==> config.mk <==
export PLATFORM = sky130hd
export DESIGN_NAME = rle_decoder
export DESIGN_NICKNAME = d
export VERILOG_FILES = /design/src/rtl/rle_pkg.sv /design/src/rtl/rle_entry_buf.sv /design/src/rtl/rle_decoder.sv
export SDC_FILE = /design/constraint.sdc
export NUM_CORES = 1
export LEC_CHECK = 0
export CORE_UTILIZATION = 30
export DETAILED_ROUTE_END_ITERATION = 6
export GPL_TIMING_DRIVEN = 0
export HOLD_SLACK_MARGIN = 0.1
export PLACE_DENSITY_LB_ADDON = 0.3
export SYNTH_ARGS = -nofsm -noshare
export SYNTH_HDL_FRONTEND = slang
export SYNTH_SLANG_ARGS = --single-unit
==> constraint.sdc <==
create_clock -name CLK -period 7.7 [get_ports CLK]
set_input_delay 1.155 -clock CLK [delete_from_list [all_inputs] [get_ports CLK]]
set_output_delay 1.155 -clock CLK [all_outputs]
set_load 0.05 [all_outputs]
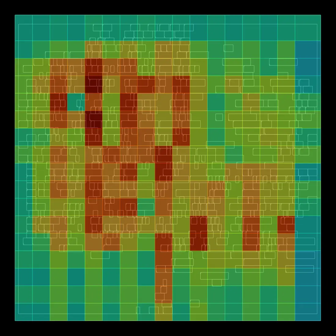
Figure 1: run 1, track usage over the die.
met3 track demand over resource in global routing: 0.04764
M1 GR Usage: 0.2504

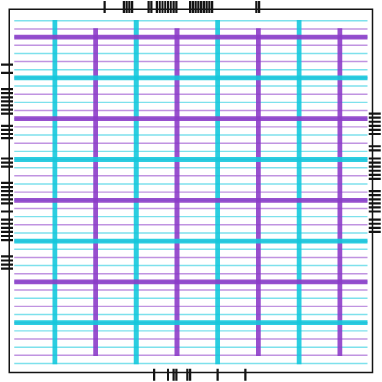
Figure 2: run 1, supply network.
Scale: 3 px per um. Pins as bars on the die edge.
cyan -> VSS
purple -> VDD
signal pins = 91
met1 rails = 43
overall die width: 120.6 um
core outline area: 13450 um2
maximum ir drop on the vdd rail: 0.1207 mV
floorplan die height: 120.6 um

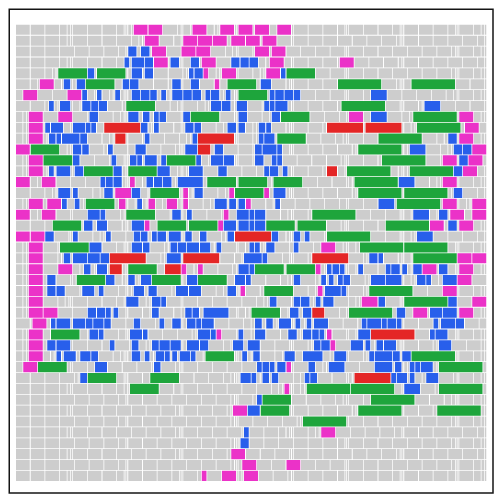
Figure 3: run 1, cells coloured by class.
Scale: 4 px per um. Fill, decap, tap and diode cells in grey.
magenta -> remaining buffers and delay cells  # cells 116, share of their area 19%
green -> sequential cells  # cells 76, share of their area 34%
blue -> combinational and other logic  # cells 368, share of their area 42%
red -> clock drivers and dummy loads  # cells 16, share of their area 5.7%
sequential share of cell area: 0.3259
cell area after layout: 5652 um2
final design utilization: 0.4201
number of standard-cell rows in the floorplan: 42

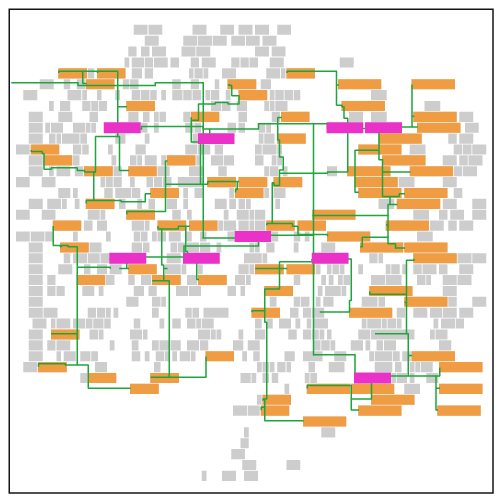
Figure 4: run 1, routed clock nets over the placement.
Scale: 4 px per um.
green -> clock wires  # length 1130 um
magenta -> clock drivers  # count 9
orange -> flip-flops  # count 76
routed clock nets = 10
part of the total power dissipated in the clock network: 0.326
power in the clock group: 0.000444 W

==> run_summary.xml, run 1 <==
<?xml version="1.0" encoding="UTF-8"?>
<metrics>
  <group name="logic_synthesis">
    <metric name="synth.cellmix.xorXnorShare" unit="">0.02493</metric>
    <metric name="synth.avg_cell_area" unit="um2">8.971</metric>
    <metric name="synth_cell_types" unit="">61</metric>
    <metric name="top_area_cell" unit="">sky130_fd_sc_hd__edfxtp_1</metric>
    <metric name="ys_async_sr_fraction" unit="">0</metric>
    <metric name="count_of_library_flops_with_an_enable_pin" unit="">32</metric>
    <metric name="synth_compound_gate_area_share" unit="">0.1843</metric>
    <metric name="syn-instance-count" unit="">470</metric>
    <metric name="synth_simple_gate_area_share" unit="">0.2697</metric>
  </group>
  <group name="clock_tree">
    <metric name="htree_num_levels" unit="">3</metric>
    <metric name="postCtsResizedCells" unit="">0</metric>
    <metric name="numCtsBuffers" unit="">9</metric>
    <metric name="clock_sink_count" unit="">76</metric>
  </group>
  <group name="worst_setup_path">
    <metric name="critPathBufInv" unit="">4</metric>
    <metric name="class_of_the_most_critical_setup_path" unit="">in -&gt; out</metric>
    <metric name="critPathLaunchType" unit="">input pin</metric>
    <metric name="worst-endpoint-arrival" unit="ps">4510</metric>
    <metric name="crit_cells" unit="">8</metric>
    <metric name="setup.worst_path.end_class" unit="">output pin</metric>
  </group>
  <group name="layout">
    <metric name="layout.cells.non_filler" unit="">752</metric>
    <metric name="buffers" unit="">116</metric>
    <metric name="biggest_cell_category_by_area_in_the_final_layout" unit="">multi-input combinational cells</metric>
    <metric name="layout.nets" unit="">635</metric>
    <metric name="buf_share" unit="">0.1793</metric>
    <metric name="num-fill-cells" unit="">1376</metric>
  </group>
  <group name="detailed_routing">
    <metric name="post-route-drc-count" unit="">0</metric>
    <metric name="topRoutingLayerUsed" unit="">met4</metric>
    <metric name="routed-wl-met3" unit="um">939</metric>
  </group>
  <group name="job">
    <metric name="openroad.warnings" unit="">27</metric>
  </group>
  <group name="sta">
    <metric name="setup_skew_after_layout" unit="ps">4.201</metric>
    <metric name="final_critical_path_share_of_the_clock_period" unit="">0.7353</metric>
    <metric name="timing_hold_violations_final" unit="">0</metric>
  </group>
  <group name="power">
    <metric name="power.combinational.total" unit="W">0.000419</metric>
    <metric name="p_per_cell_area" unit="nW/um2">240.8</metric>
    <metric name="seq_power" unit="W">0.000498</metric>
  </group>
  <group name="grt">
    <metric name="gr-usage-met2" unit="">0.3057</metric>
  </group>
  <group name="worst_hold_path">
    <metric name="hold_path.class" unit="">reg -&gt; reg</metric>
  </group>
  <group name="die">
    <metric name="fp_util" unit="">0.3134</metric>
  </group>
  <group name="status">
    <metric name="run_status" unit="">complete, no violations</metric>
  </group>
</metrics>
==> run 2: changes to the inputs <==
clock period = 5.9 ns   (was 7.7 ns; I/O delays follow)
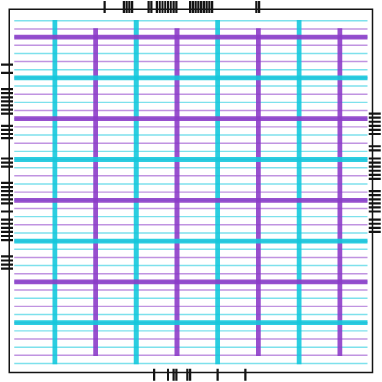
Figure 5: run 2, supply network.
Scale: 3 px per um. Pins as bars on the die edge.
cyan -> VSS
purple -> VDD
met1 rails = 43
met5 straps = 8
rows = 42
signal pins = 91
met4 straps = 8
maximum ir drop on the vdd rail: 0.1576 mV

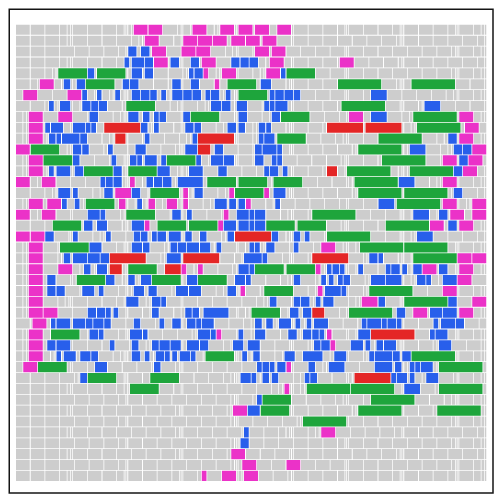
Figure 6: run 2, cells coloured by class.
Scale: 4 px per um. Fill, decap, tap and diode cells in grey.
magenta -> remaining buffers and delay cells  # cells 116, share of their area 19%
blue -> combinational and other logic  # cells 368, share of their area 42%
green -> sequential cells  # cells 76, share of their area 34%
red -> clock drivers and dummy loads  # cells 16, share of their area 5.7%

==> run 2 against run 1 <==
  * Critical path depth did not move
  * Count of clock-buffer cells in the layout did not move
  * First-iteration DRC count did not move
  * Power rose by 31%
  * Synthesized cell count did not move
  * Global-route usage did not move
  * Routed wire length did not move
  * Hold slack did not move
  * Via count did not move
  * Largest power group unchanged
==> run_summary.xml, run 2 <==
<?xml version="1.0" encoding="UTF-8"?>
<metrics>
  <group name="logic_synthesis">
    <metric name="top_area_cell" unit="">sky130_fd_sc_hd__edfxtp_1</metric>
    <metric name="top_logic_kind" unit="">simple AND/OR/NAND/NOR gates</metric>
    <metric name="post_synth_main_area_contributors" unit="">sky130_fd_sc_hd__edfxtp_1 (23%), sky130_fd_sc_hd__dfxtp_1 (21%), sky130_fd_sc_hd__nand2_1 (4.2%)</metric>
    <metric name="floorplan.nets" unit="">534</metric>
    <metric name="synth_cell_types" unit="">61</metric>
    <metric name="syn-instance-count" unit="">470</metric>
    <metric name="ys_async_sr_fraction" unit="">0</metric>
    <metric name="synth_simple_gate_area_share" unit="">0.2697</metric>
    <metric name="synth_flops" unit="">76</metric>
    <metric name="yosysChipArea" unit="um2">4217</metric>
    <metric name="count_of_library_flops_with_an_enable_pin" unit="">32</metric>
    <metric name="synth.avg_cell_area" unit="um2">8.971</metric>
    <metric name="synth.cellmix.xorXnorShare" unit="">0.02493</metric>
    <metric name="yosys-top-cells-count" unit="">sky130_fd_sc_hd__nand2_1 (47), sky130_fd_sc_hd__dfxtp_1 (44), sky130_fd_sc_hd__nor2_1 (44), sky130_fd_sc_hd__edfxtp_1 (32), sky130_fd_sc_hd__a21oi_1 (27)</metric>
    <metric name="synth_compound_gate_area_share" unit="">0.1843</metric>
    <metric name="synth-seq-area-share" unit="">0.4368</metric>
  </group>
  <group name="status">
    <metric name="run_status" unit="">complete, no violations</metric>
  </group>
  <group name="worst_setup_path">
    <metric name="crit_cells" unit="">8</metric>
    <metric name="worst-endpoint-arrival" unit="ps">4240</metric>
    <metric name="critPathLaunchType" unit="">input pin</metric>
    <metric name="class_of_the_most_critical_setup_path" unit="">in -&gt; out</metric>
    <metric name="critical-path-max-stage-delay" unit="ps">790</metric>
    <metric name="critPathBufInv" unit="">4</metric>
    <metric name="setup.worst_path.end_class" unit="">output pin</metric>
    <metric name="cp_max_fo" unit="">10</metric>
    <metric name="crit_required" unit="ps">5020</metric>
  </group>
  <group name="layout">
    <metric name="layout.cells.non_filler" unit="">752</metric>
    <metric name="area.share.sequential" unit="">0.3259</metric>
    <metric name="num-fill-cells" unit="">1376</metric>
    <metric name="final_util" unit="">0.4201</metric>
    <metric name="buffers" unit="">116</metric>
    <metric name="biggest_cell_category_by_area_in_the_final_layout" unit="">multi-input combinational cells</metric>
    <metric name="buf_share" unit="">0.1793</metric>
    <metric name="final-clk-cell-share" unit="">0.05446</metric>
    <metric name="layout.nets" unit="">635</metric>
    <metric name="fin_area" unit="um2">5652</metric>
    <metric name="flop-count" unit="">76</metric>
    <metric name="flow.area_growth_from_synthesis" unit="%">34.04</metric>
  </group>
  <group name="detailed_routing">
    <metric name="met2RoutedLength" unit="um">6167</metric>
    <metric name="post-route-drc-count" unit="">0</metric>
    <metric name="topRoutingLayerUsed" unit="">met4</metric>
    <metric name="post_drt_wl_per_cell" unit="um">17.79</metric>
    <metric name="routed-wl-met3" unit="um">939</metric>
    <metric name="antenna_violating_nets_post_route" unit="">0</metric>
    <metric name="detail_route.vias_per_cell" unit="">5.537</metric>
    <metric name="dr.pass1.iters" unit="">6</metric>
    <metric name="finalWirelength" unit="um">13380</metric>
  </group>
  <group name="grt">
    <metric name="grt_antenna_before_repair" unit="">0</metric>
    <metric name="grt.met1_usage" unit="">0.2504</metric>
    <metric name="grt_max_degree" unit="">16</metric>
    <metric name="residual_overflow_from_global_routing" unit="">0</metric>
    <metric name="globalRoute.busiestLayer" unit="">met2</metric>
    <metric name="grtUsageMet3" unit="">0.04764</metric>
    <metric name="gr-usage-met2" unit="">0.3057</metric>
  </group>
  <group name="sta">
    <metric name="final_critical_path_share_of_the_clock_period" unit="">0.8681</metric>
    <metric name="timing_hold_violations_final" unit="">0</metric>
    <metric name="total_negative_setup_slack" unit="ps">0</metric>
    <metric name="fmax" unit="GHz">0.1953</metric>
    <metric name="hold-worst-slack" unit="ps">524.2</metric>
    <metric name="setup_skew_after_layout" unit="ps">4.201</metric>
  </group>
  <group name="power">
    <metric name="p_per_cell_area" unit="nW/um2">314.2</metric>
    <metric name="seq_power" unit="W">0.000650</metric>
    <metric name="clockPowerShare" unit="">0.326</metric>
    <metric name="power.switching" unit="W">0.0006370</metric>
    <metric name="power.combinational.total" unit="W">0.000547</metric>
    <metric name="combinational_cell_fraction_of_total_power" unit="">0.308</metric>
    <metric name="powerClk" unit="W">0.000579</metric>
    <metric name="internal-power" unit="W">0.001139</metric>
  </group>
  <group name="clock_tree">
    <metric name="number_of_setup_buffers_added_after_cts" unit="">0</metric>
    <metric name="cts_tree" unit="">yes</metric>
    <metric name="post_cts_hold_buffer_count" unit="">0</metric>
    <metric name="clock_sink_count" unit="">76</metric>
    <metric name="numCtsBuffers" unit="">9</metric>
    <metric name="postCtsResizedCells" unit="">0</metric>
    <metric name="htree_num_levels" unit="">3</metric>
  </group>
  <group name="die">
    <metric name="rows" unit="">42</metric>
    <metric name="die_height" unit="um">120.6</metric>
    <metric name="pin_count" unit="">91</metric>
    <metric name="die-area" unit="um2">14530</metric>
    <metric name="core" unit="um2">13450</metric>
    <metric name="fp_util" unit="">0.3134</metric>
    <metric name="die_width" unit="um">120.6</metric>
  </group>
  <group name="worst_hold_path">
    <metric name="hold_path.class" unit="">reg -&gt; reg</metric>
  </group>
  <group name="job">
    <metric name="openroad.warnings" unit="">27</metric>
  </group>
  <group name="placed_design">
    <metric name="dpl.hpwl" unit="um">9813</metric>
    <metric name="place.port_buffers" unit="">89</metric>
    <metric name="placedCellCount" unit="">736</metric>
  </group>
</metrics>
Power figures rest on the tool's default switching activity, not on a simulated workload.
